$ cat src/rtl/mul_div_unit.sv
// Iterative RV32M multiply/divide unit: one product/quotient bit per cycle, start/busy/done handshake.
// Optional build macro MDU_EARLY_OUT_EN finishes zero-operand requests in one cycle.
module mul_div_unit #(
  parameter int XLEN = 32
) (
  input  logic            CLK,
  input  logic            RSTn,
  input  logic            start,
  input  logic [2:0]      funct3,
  input  logic [XLEN-1:0] op_a,
  input  logic [XLEN-1:0] op_b,
  output logic            busy,
  output logic            done,
  output logic [XLEN-1:0] result
);

  localparam int CW = $clog2(XLEN);

  localparam logic [1:0] S_IDLE = 2'd0;
  localparam logic [1:0] S_CALC = 2'd1;
  localparam logic [1:0] S_FIX  = 2'd2;
  localparam logic [1:0] S_DONE = 2'd3;

  logic [1:0]        r_state;
  logic [CW-1:0]     r_cnt;
  logic [2:0]        r_funct3;
  logic [XLEN-1:0]   r_opnd;
  logic [2*XLEN-1:0] r_acc;
  logic              r_negp;
  logic              r_negr;
  logic [XLEN-1:0]   r_result;

  logic              w_sgnA;
  logic              w_sgnB;
  logic              w_negA;
  logic              w_negB;
  logic [XLEN-1:0]   w_magA;
  logic [XLEN-1:0]   w_magB;
  logic [XLEN:0]     w_mulSum;
  logic [2*XLEN-1:0] w_mulNext;
  logic [XLEN:0]     w_divShift;
  logic              w_divGe;
  logic [XLEN-1:0]   w_divSub;
  logic [2*XLEN-1:0] w_divNext;
  logic [2*XLEN-1:0] w_prod;
  logic [XLEN-1:0]   w_quo;
  logic [XLEN-1:0]   w_rem;
  logic [XLEN-1:0]   w_fixResult;

  assign busy   = (r_state == S_CALC) || (r_state == S_FIX);
  assign done   = (r_state == S_DONE);
  assign result = r_result;

  // MULH/MULHSU/DIV/REM treat rs1 as signed; only MULH/DIV/REM treat rs2 as signed.
  assign w_sgnA = (funct3 == 3'b001) || (funct3 == 3'b010) ||
                  (funct3 == 3'b100) || (funct3 == 3'b110);
  assign w_sgnB = (funct3 == 3'b001) || (funct3 == 3'b100) || (funct3 == 3'b110);
  assign w_negA = w_sgnA & op_a[XLEN-1];
  assign w_negB = w_sgnB & op_b[XLEN-1];
  assign w_magA = w_negA ? -op_a : op_a;
  assign w_magB = w_negB ? -op_b : op_b;

  // r_acc holds {partial product, multiplier} for multiplies and {remainder, quotient} for divides.
  assign w_mulSum  = {1'b0, r_acc[2*XLEN-1:XLEN]} + (r_acc[0] ? {1'b0, r_opnd} : '0);
  assign w_mulNext = {w_mulSum, r_acc[XLEN-1:1]};

  assign w_divShift = r_acc[2*XLEN-1:XLEN-1];
  assign w_divGe    = (w_divShift >= {1'b0, r_opnd});
  assign w_divSub   = w_divShift[XLEN-1:0] - r_opnd;
  assign w_divNext  = w_divGe ? {w_divSub, r_acc[XLEN-2:0], 1'b1}
                              : {w_divShift[XLEN-1:0], r_acc[XLEN-2:0], 1'b0};

  // A zero divisor must yield all ones regardless of the dividend sign.
  assign w_prod = r_negp ? -r_acc : r_acc;
  assign w_quo  = (r_opnd == '0) ? '1 : (r_negp ? -r_acc[XLEN-1:0] : r_acc[XLEN-1:0]);
  assign w_rem  = r_negr ? -r_acc[2*XLEN-1:XLEN] : r_acc[2*XLEN-1:XLEN];

  always_comb begin
    w_fixResult = w_rem;
    case (r_funct3)
      3'b000:                 w_fixResult = w_prod[XLEN-1:0];
      3'b001, 3'b010, 3'b011: w_fixResult = w_prod[2*XLEN-1:XLEN];
      3'b100, 3'b101:         w_fixResult = w_quo;
      default:                w_fixResult = w_rem;
    endcase
  end

`ifdef MDU_EARLY_OUT_EN
  logic            w_early;
  logic [XLEN-1:0] w_earlyResult;

  assign w_early = (op_a == '0) || (op_b == '0);

  always_comb begin
    w_earlyResult = '0;
    if (funct3[2] && (op_b == '0)) begin
      w_earlyResult = funct3[1] ? op_a : '1;
    end
  end
`endif

  always_ff @(posedge CLK or negedge RSTn) begin
    if (!RSTn) begin
      r_state  <= S_IDLE;
      r_cnt    <= '0;
      r_funct3 <= '0;
      r_opnd   <= '0;
      r_acc    <= '0;
      r_negp   <= 1'b0;
      r_negr   <= 1'b0;
      r_result <= '0;
    end else begin
      case (r_state)
        S_IDLE, S_DONE: begin
          if (start) begin
            r_funct3 <= funct3;
            r_negp   <= w_negA ^ w_negB;
            r_negr   <= w_negA;
            r_cnt    <= '0;
            r_opnd   <= funct3[2] ? w_magB : w_magA;
            r_acc    <= {{XLEN{1'b0}}, (funct3[2] ? w_magA : w_magB)};
`ifdef MDU_EARLY_OUT_EN
            if (w_early) begin
              r_state  <= S_DONE;
              r_result <= w_earlyResult;
            end else begin
              r_state <= S_CALC;
            end
`else
            r_state <= S_CALC;
`endif
          end else begin
            r_state <= S_IDLE;
          end
        end
        S_CALC: begin
          r_acc <= r_funct3[2] ? w_divNext : w_mulNext;
          r_cnt <= r_cnt + CW'(1);
          if (r_cnt == CW'(XLEN-1)) begin
            r_state <= S_FIX;
          end
        end
        S_FIX: begin
          r_result <= w_fixResult;
          r_state  <= S_DONE;
        end
        default: r_state <= S_IDLE;
      endcase
    end
  end

endmodule

$ cat config.mk
export PLATFORM = sky130hd
export DESIGN_NAME = mul_div_unit
export DESIGN_NICKNAME = d
export VERILOG_FILES = /design/src/rtl/mul_div_unit.sv
export SDC_FILE = /design/constraint.sdc
export NUM_CORES = 1
export LEC_CHECK = 0
export ABC_CLOCK_PERIOD_IN_PS = 8300
export CAP_MARGIN = 20
export CORE_ASPECT_RATIO = 0.6
export CORE_UTILIZATION = 30
export CTS_BUF_LIST = sky130_fd_sc_hd__clkbuf_16
export DETAILED_ROUTE_END_ITERATION = 6
export HOLD_SLACK_MARGIN = 0.15
export PLACE_DENSITY = 0.52
export SYNTH_ARGS = -nofsm -noshare
export SYNTH_HDL_FRONTEND = slang
export SYNTH_SLANG_ARGS = --single-unit
$ cat constraint.sdc
create_clock -name CLK -period 8.3 [get_ports CLK]
set_input_delay 1.245 -clock CLK [delete_from_list [all_inputs] [get_ports CLK]]
set_output_delay 1.245 -clock CLK [all_outputs]
set_load 0.05 [all_outputs]
**Wiring by layer**

The bar under the picture is 100 um long.
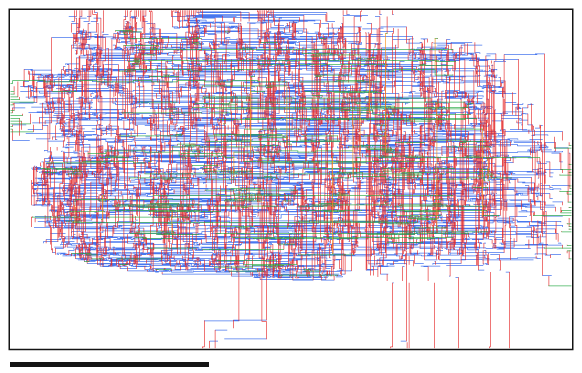
M4 -> orange  # wire length 439 um
M3 -> green  # wire length 5780 um
M2 -> red  # wire length 21.8 mm
M1 -> blue  # wire length 29.0 mm

**Clock network drawn from the DEF**

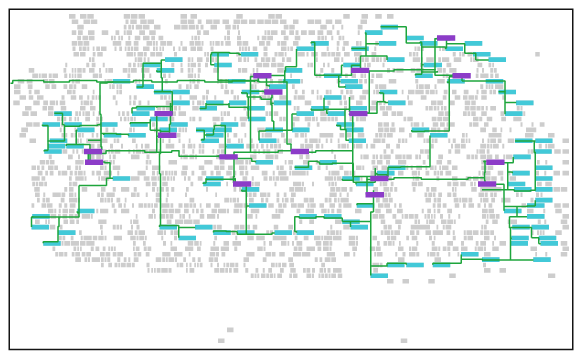
clock wires -> green  # length 2400 um
clock-net drivers -> purple  # count 17
flip-flops -> cyan  # count 140
routed clock nets = 18

==> Slide: Implementation Results <==
Flow Results at a Glance

Cells and area
  – Top reg by flops: r_acc
  – Number of signal-net buffers in the layout: approximately 130
  – Highest-count logic cell in the final layout: nor2_1

Clock network
  – CTS Root Cell: clkbuf_16
  – Hold_buf cts: 0
  – Max clock buf depth: 2
  – Total CTS buffers: 17

Yosys
  – Ys async rst share: 100%
  – Post-synthesis register bit count: between 100 and 150
  – Dominant kind of combinational cell: AND-OR/OR-AND gates
  – # Cells Yosys: around 1.9k
  – Count of cell types in the netlist: between 60 and 70
  – Number of enable flip-flop cells: 0
  – Aoi share: 27.9%
  – Biggest area cells: dfrtp_1 25%, xor2_1 7.5%, a21oi_1 7.4%

Power and ir drop
  – Tot Pwr: about 8.3 mW
  – Net Switching: 4.77 mW
  – Seq pwr share: about a fifth
  – Maximum VDD drop: around 0.00024 V

Setup path
  – CP bufs+invs: 2
  – Crit path required time: between 8 and 9 ns
  – Worst setup EP type: flop

Global route
  – Largest net degree at the start of global routing: 85

Status
  – Outcome: completed

Die
  – Die y size: roughly 170 um

Place
  – Post-Place Cells: between 2k and 3k
Power is estimated from default activity; no workload was simulated.
